File: config.mk
export PLATFORM = sky130hd
export DESIGN_NAME = neuron_mac
export DESIGN_NICKNAME = d
export VERILOG_FILES = /design/src/rtl/neuron_pkg.sv /design/src/rtl/neuron_mac_lanes.sv /design/src/rtl/neuron_mac.sv
export SDC_FILE = /design/constraint.sdc
export NUM_CORES = 2
export LEC_CHECK = 0
export ABC_AREA = 0
export CAP_MARGIN = 20
export CORE_MARGIN = 3
export CORE_UTILIZATION = 55
export DETAILED_ROUTE_END_ITERATION = 16
export PLACE_DENSITY_LB_ADDON = 0.12
export SETUP_SLACK_MARGIN = 0.3
export SYNTH_ARGS = -nofsm -noshare
export SYNTH_HDL_FRONTEND = slang
export SYNTH_SLANG_ARGS = --single-unit
File: constraint.sdc
create_clock -name clk -period 8.3 [get_ports clk]
set_input_delay 0.83 -clock clk [delete_from_list [all_inputs] [get_ports clk]]
set_output_delay 0.83 -clock clk [all_outputs]
set_load 0.01 [all_outputs]
File: src/rtl/neuron_pkg.sv
// Shared types and helpers for the neuron datapath blocks.
package neuron_pkg;

  typedef enum logic [1:0] {StIdle, StMac, StFin, StOut} state_e;

  // Widest value and result the saturate helper handles.
  localparam int unsigned MaxAccW = 128;
  localparam int unsigned MaxBits = 64;

  function automatic int unsigned clog2(input int unsigned value);
    int unsigned result = 0;
    for (int i = 0; i < 32; i++) begin
      if ((64'd1 << i) < 64'(value)) result = unsigned'(i + 1);
    end
    return result;
  endfunction

  // Clip a signed value to a signed bits-wide word. Returns {sat, y}; y is
  // sign-extended into MaxBits, so callers keep only the low bits they need.
  function automatic logic [MaxBits:0] saturate(input logic signed [MaxAccW-1:0] value,
                                                input int unsigned bits);
    logic signed [MaxAccW-1:0] hi;
    logic signed [MaxAccW-1:0] lo;
    hi = (MaxAccW'(1) << (bits - 1)) - 1;
    lo = -hi - 1;
    if (value > hi) return {1'b1, hi[MaxBits-1:0]};
    if (value < lo) return {1'b1, lo[MaxBits-1:0]};
    return {1'b0, value[MaxBits-1:0]};
  endfunction

endpackage

File: src/rtl/neuron_mac_lanes.sv
// Combinational bank of LANES signed multipliers whose products are summed.
module neuron_mac_lanes
  import neuron_pkg::*;
#(
  parameter int unsigned LANES = 2,
  parameter int unsigned BITS  = 16,
  localparam int unsigned SUMW = 2 * BITS + clog2(LANES)
) (
  input  logic [LANES*BITS-1:0] xv,
  input  logic [LANES*BITS-1:0] wv,
  output logic signed [SUMW-1:0] sum
);

  logic signed [2*BITS-1:0] prod;

  always_comb begin
    prod = '0;
    sum  = '0;
    for (int i = 0; i < int'(LANES); i++) begin
      prod = (2 * BITS)'($signed(xv[i*BITS +: BITS])) * (2 * BITS)'($signed(wv[i*BITS +: BITS]));
      sum  = sum + SUMW'(prod);
    end
  end

endmodule

File: src/rtl/neuron_mac.sv
// Fixed-point linear neuron: y = sat(sum(x[i]*w[i]) + b) with optional ReLU,
// time-multiplexing LANES multipliers over N inputs.
module neuron_mac
  import neuron_pkg::*;
#(
  parameter int unsigned N     = 4,
  parameter int unsigned BITS  = 16,
  parameter int unsigned FRAC  = 8,
  parameter int unsigned LANES = 2
) (
  input  logic            clk,
  input  logic            rst,
  input  logic            in_valid,
  output logic            in_ready,
  input  logic [N*BITS-1:0] x,
  input  logic [N*BITS-1:0] w,
  input  logic [BITS-1:0] b,
  input  logic            relu_en,
  output logic            out_valid,
  input  logic            out_ready,
  output logic [BITS-1:0] y,
  output logic            sat
);

  localparam int unsigned BEATS = (N + LANES - 1) / LANES;
  localparam int unsigned ACCW  = 2 * BITS + clog2(N + 1) + 1;
  localparam int unsigned SUMW  = 2 * BITS + clog2(LANES);
  localparam int unsigned BEATW = (BEATS > 1) ? clog2(BEATS) : 1;
  localparam int unsigned LANEW = LANES * BITS;

  state_e                  state_q, state_d;
  logic [N*BITS-1:0]       x_q, w_q;
  logic                    relu_q;
  logic signed [ACCW-1:0]  acc_q, acc_d;
  logic [BEATW-1:0]        beat_q, beat_d;
  logic [BITS-1:0]         y_q, y_d;
  logic                    sat_q, sat_d;
  logic [BEATS-1:0][LANEW-1:0] x_pad, w_pad;
  logic signed [SUMW-1:0]  lane_sum;
  logic signed [ACCW-1:0]  r;
  logic [MaxBits:0]        clip;
  logic                    accept;
  logic                    unused_clip;

  // Zero padding makes indices >= N contribute nothing on the last beat.
  assign x_pad = (BEATS * LANEW)'(x_q);
  assign w_pad = (BEATS * LANEW)'(w_q);

  neuron_mac_lanes #(
    .LANES(LANES),
    .BITS (BITS)
  ) u_lanes (
    .xv (x_pad[beat_q]),
    .wv (w_pad[beat_q]),
    .sum(lane_sum)
  );

  assign accept      = (state_q == StIdle) && in_valid;
  assign in_ready    = (state_q == StIdle) && !rst;
  assign out_valid   = (state_q == StOut);
  assign y           = y_q;
  assign sat         = sat_q;
  assign r           = acc_q >>> FRAC;
  assign clip        = saturate(MaxAccW'(r), BITS);
  assign unused_clip = ^clip[MaxBits-1:BITS];

  always_comb begin
    state_d = state_q;
    acc_d   = acc_q;
    beat_d  = beat_q;
    y_d     = y_q;
    sat_d   = sat_q;
    unique case (state_q)
      StIdle: begin
        if (in_valid) begin
          acc_d   = ACCW'($signed(b)) <<< FRAC;
          beat_d  = '0;
          state_d = StMac;
        end
      end
      StMac: begin
        acc_d  = acc_q + ACCW'(lane_sum);
        beat_d = beat_q + BEATW'(1);
        if (beat_q == BEATW'(BEATS - 1)) state_d = StFin;
      end
      StFin: begin
        y_d   = clip[BITS-1:0];
        sat_d = clip[MaxBits];
        if (relu_q && y_d[BITS-1]) y_d = '0;
        state_d = StOut;
      end
      StOut: begin
        if (out_ready) state_d = StIdle;
      end
      default: state_d = StIdle;
    endcase
  end

  always_ff @(posedge clk) begin
    if (rst) begin
      state_q <= StIdle;
      acc_q   <= '0;
      beat_q  <= '0;
      y_q     <= '0;
      sat_q   <= 1'b0;
      x_q     <= '0;
      w_q     <= '0;
      relu_q  <= 1'b0;
    end else begin
      state_q <= state_d;
      acc_q   <= acc_d;
      beat_q  <= beat_d;
      y_q     <= y_d;
      sat_q   <= sat_d;
      if (accept) begin
        x_q    <= x;
        w_q    <= w;
        relu_q <= relu_en;
      end
    end
  end

endmodule
Gate families picked out:
Drawn at 1.5 px/µm.
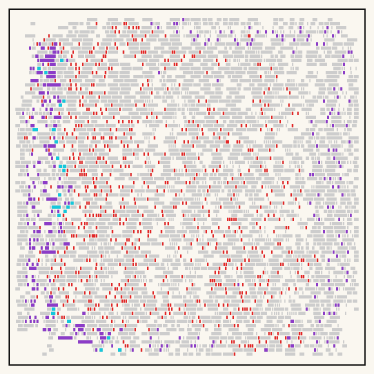
- red: inverters (cells 712; most used inv_1)
- purple: inverting AOI/OAI gates (cells 279; most used a21oi_1; where all over the die)
- cyan: AND-OR and OR-AND gates (cells 24; most used a21o_1)
commonest non-fill, non-tap cell in the layout: sky130_fd_sc_hd__inv_1
final cell count without fillers: 4,180
multi-input logic portion of the cell area: 66.57%

Clock network drawn from the DEF:
Drawn at 2 px/µm.
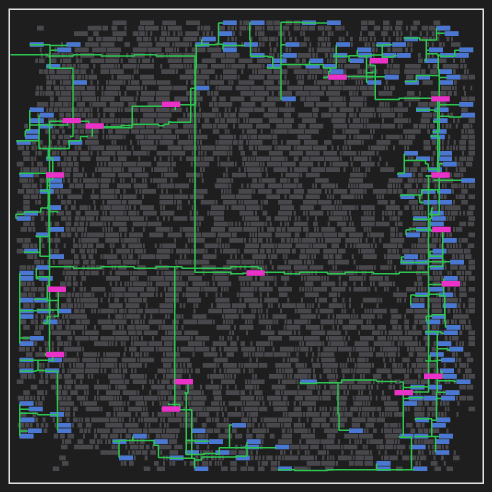
- green: clock wires (length 3,060 µm)
- magenta: cells driving clock nets (count 17)
- blue: flip-flops (count 185)
- routed clock nets: 18
setup skew after layout: 0.01491 ns
part of the total power dissipated in the clock network: 6.3%
Power Clock: 0.000879 W
clock insertion delay at the later pin of the skew report: 0.51 ns

Wires at chosen ports, followed through buffers:
Drawn at 2 px/µm.
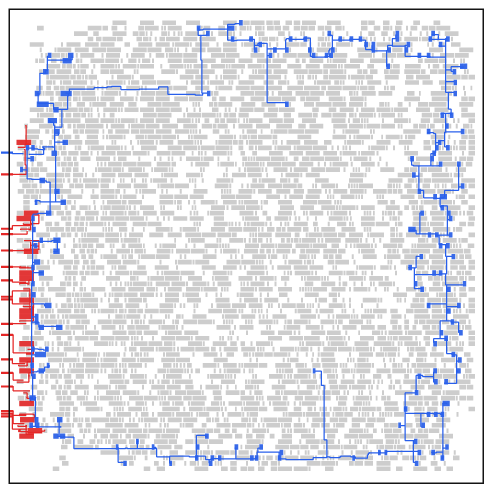
- red: y (direction output; end cells 16; buffers 16; wire 393 µm)
- blue: rst (direction input; end cells 187; buffers 2; wire 1,750 µm)
number of top-level pins: 168
IO buf count: 167

==> Implementation_results.wiki <==
== Run summary ==
{| class="wikitable"
! Metric !! Value
|-
| R2R Setup Slk || 0.30 ns
|-
| Setup violators final || 0
|-
| Average wire per cell in the routed design || 21.20 µm
|-
| Max layer used || met4
|-
| Clock-pin transition on the worst setup and hold timing paths || 0.09 ns
|-
| Area taken by flip-flops and latches || 0.003707 mm²
|-
| Number of DRC markers after the initial detailed-route iteration || 1,516
|-
| CP Data Arrival Time || 8.43 ns
|-
| Number of antenna violations at the first check in global routing || 1
|-
| Result of the run || completed
|-
| Slew at the pin closest to its max-slew limit || 1.179 ns
|-
| Routed via count || 22,628
|-
| Int Power || 0.006652 W
|-
| Routed wire length on met3 || 8395 µm
|-
| Share of final-layout standard cells stronger than drive strength 1 || 13.23%
|-
| Cell types with the highest counts after synthesis || 711 x sky130_fd_sc_hd__inv_1, 670 x sky130_fd_sc_hd__fa_1, 513 x sky130_fd_sc_hd__nand2_1
|-
| Synth top area cells || sky130_fd_sc_hd__fa_1 46%, sky130_fd_sc_hd__dfxtp_1 13%, sky130_fd_sc_hd__inv_1 9.2%
|-
| Final-report max-slew violation count || 0
|-
| Unrepaired setup endpoints after global routing || yes
|-
| Antenna-violating nets left || 0
|-
| Largest area contributor in the synthesized netlist || sky130_fd_sc_hd__fa_1
|-
| Floorplan die width || 236.2 µm
|-
| Worst hold margin || 0.4596 ns
|-
| Vias in the first global route || 24,107
|-
| Netlist cell types || 69
|-
| Cell at the root of the clock tree || sky130_fd_sc_hd__clkbuf_16
|-
| Well tap count || 680
|-
| Placeable Area || 0.05182 mm²
|-
| Destination of the worst hold path || w_pad[57]
|-
| Antenna diode count || 1
|-
| Cell count after placement || 4,059
|-
| Beginning of the critical path || beat_q
|-
| Drt first pass iters || 5
|-
| TritonCTS clock tree || done
|-
| Cell repeated most along the worst path || sky130_fd_sc_hd__fa_1
|-
| Data required, critical path || 8.72 ns
|-
| Max Buffers Root-to-Sink || 2
|-
| Met2 wire length || 39,580 µm
|-
| Slowest cell on the critical path || sky130_fd_sc_hd__fa_1
|-
| Top cell type by instance count after synthesis || sky130_fd_sc_hd__inv_1
|-
| Number of clock sinks || 185
|-
| Placed wire-length estimate after detailed placement || 73,360 µm
|-
| Critical path depth in cells || 28
|-
| Repair and plain buffers || 392
|}
## placed cells by master, fill, tap and decap left out, types with 29 or more instances in the layout
cell and instances:
sky130_fd_sc_hd__mux2i_1 40, sky130_fd_sc_hd__xnor2_1 31, sky130_fd_sc_hd__inv_1 694, sky130_fd_sc_hd__fa_1 647
sky130_fd_sc_hd__nand2_1 503, sky130_fd_sc_hd__mux2_4 31, sky130_fd_sc_hd__ha_1 139, sky130_fd_sc_hd__buf_4 173
sky130_fd_sc_hd__a21oi_1 178, sky130_fd_sc_hd__clkdlybuf4s50_1 166, sky130_fd_sc_hd__nor2_1 292, sky130_fd_sc_hd__buf_6 29
sky130_fd_sc_hd__nand2b_1 33, sky130_fd_sc_hd__dfxtp_1 184
Power is estimated from default activity; no workload was simulated.
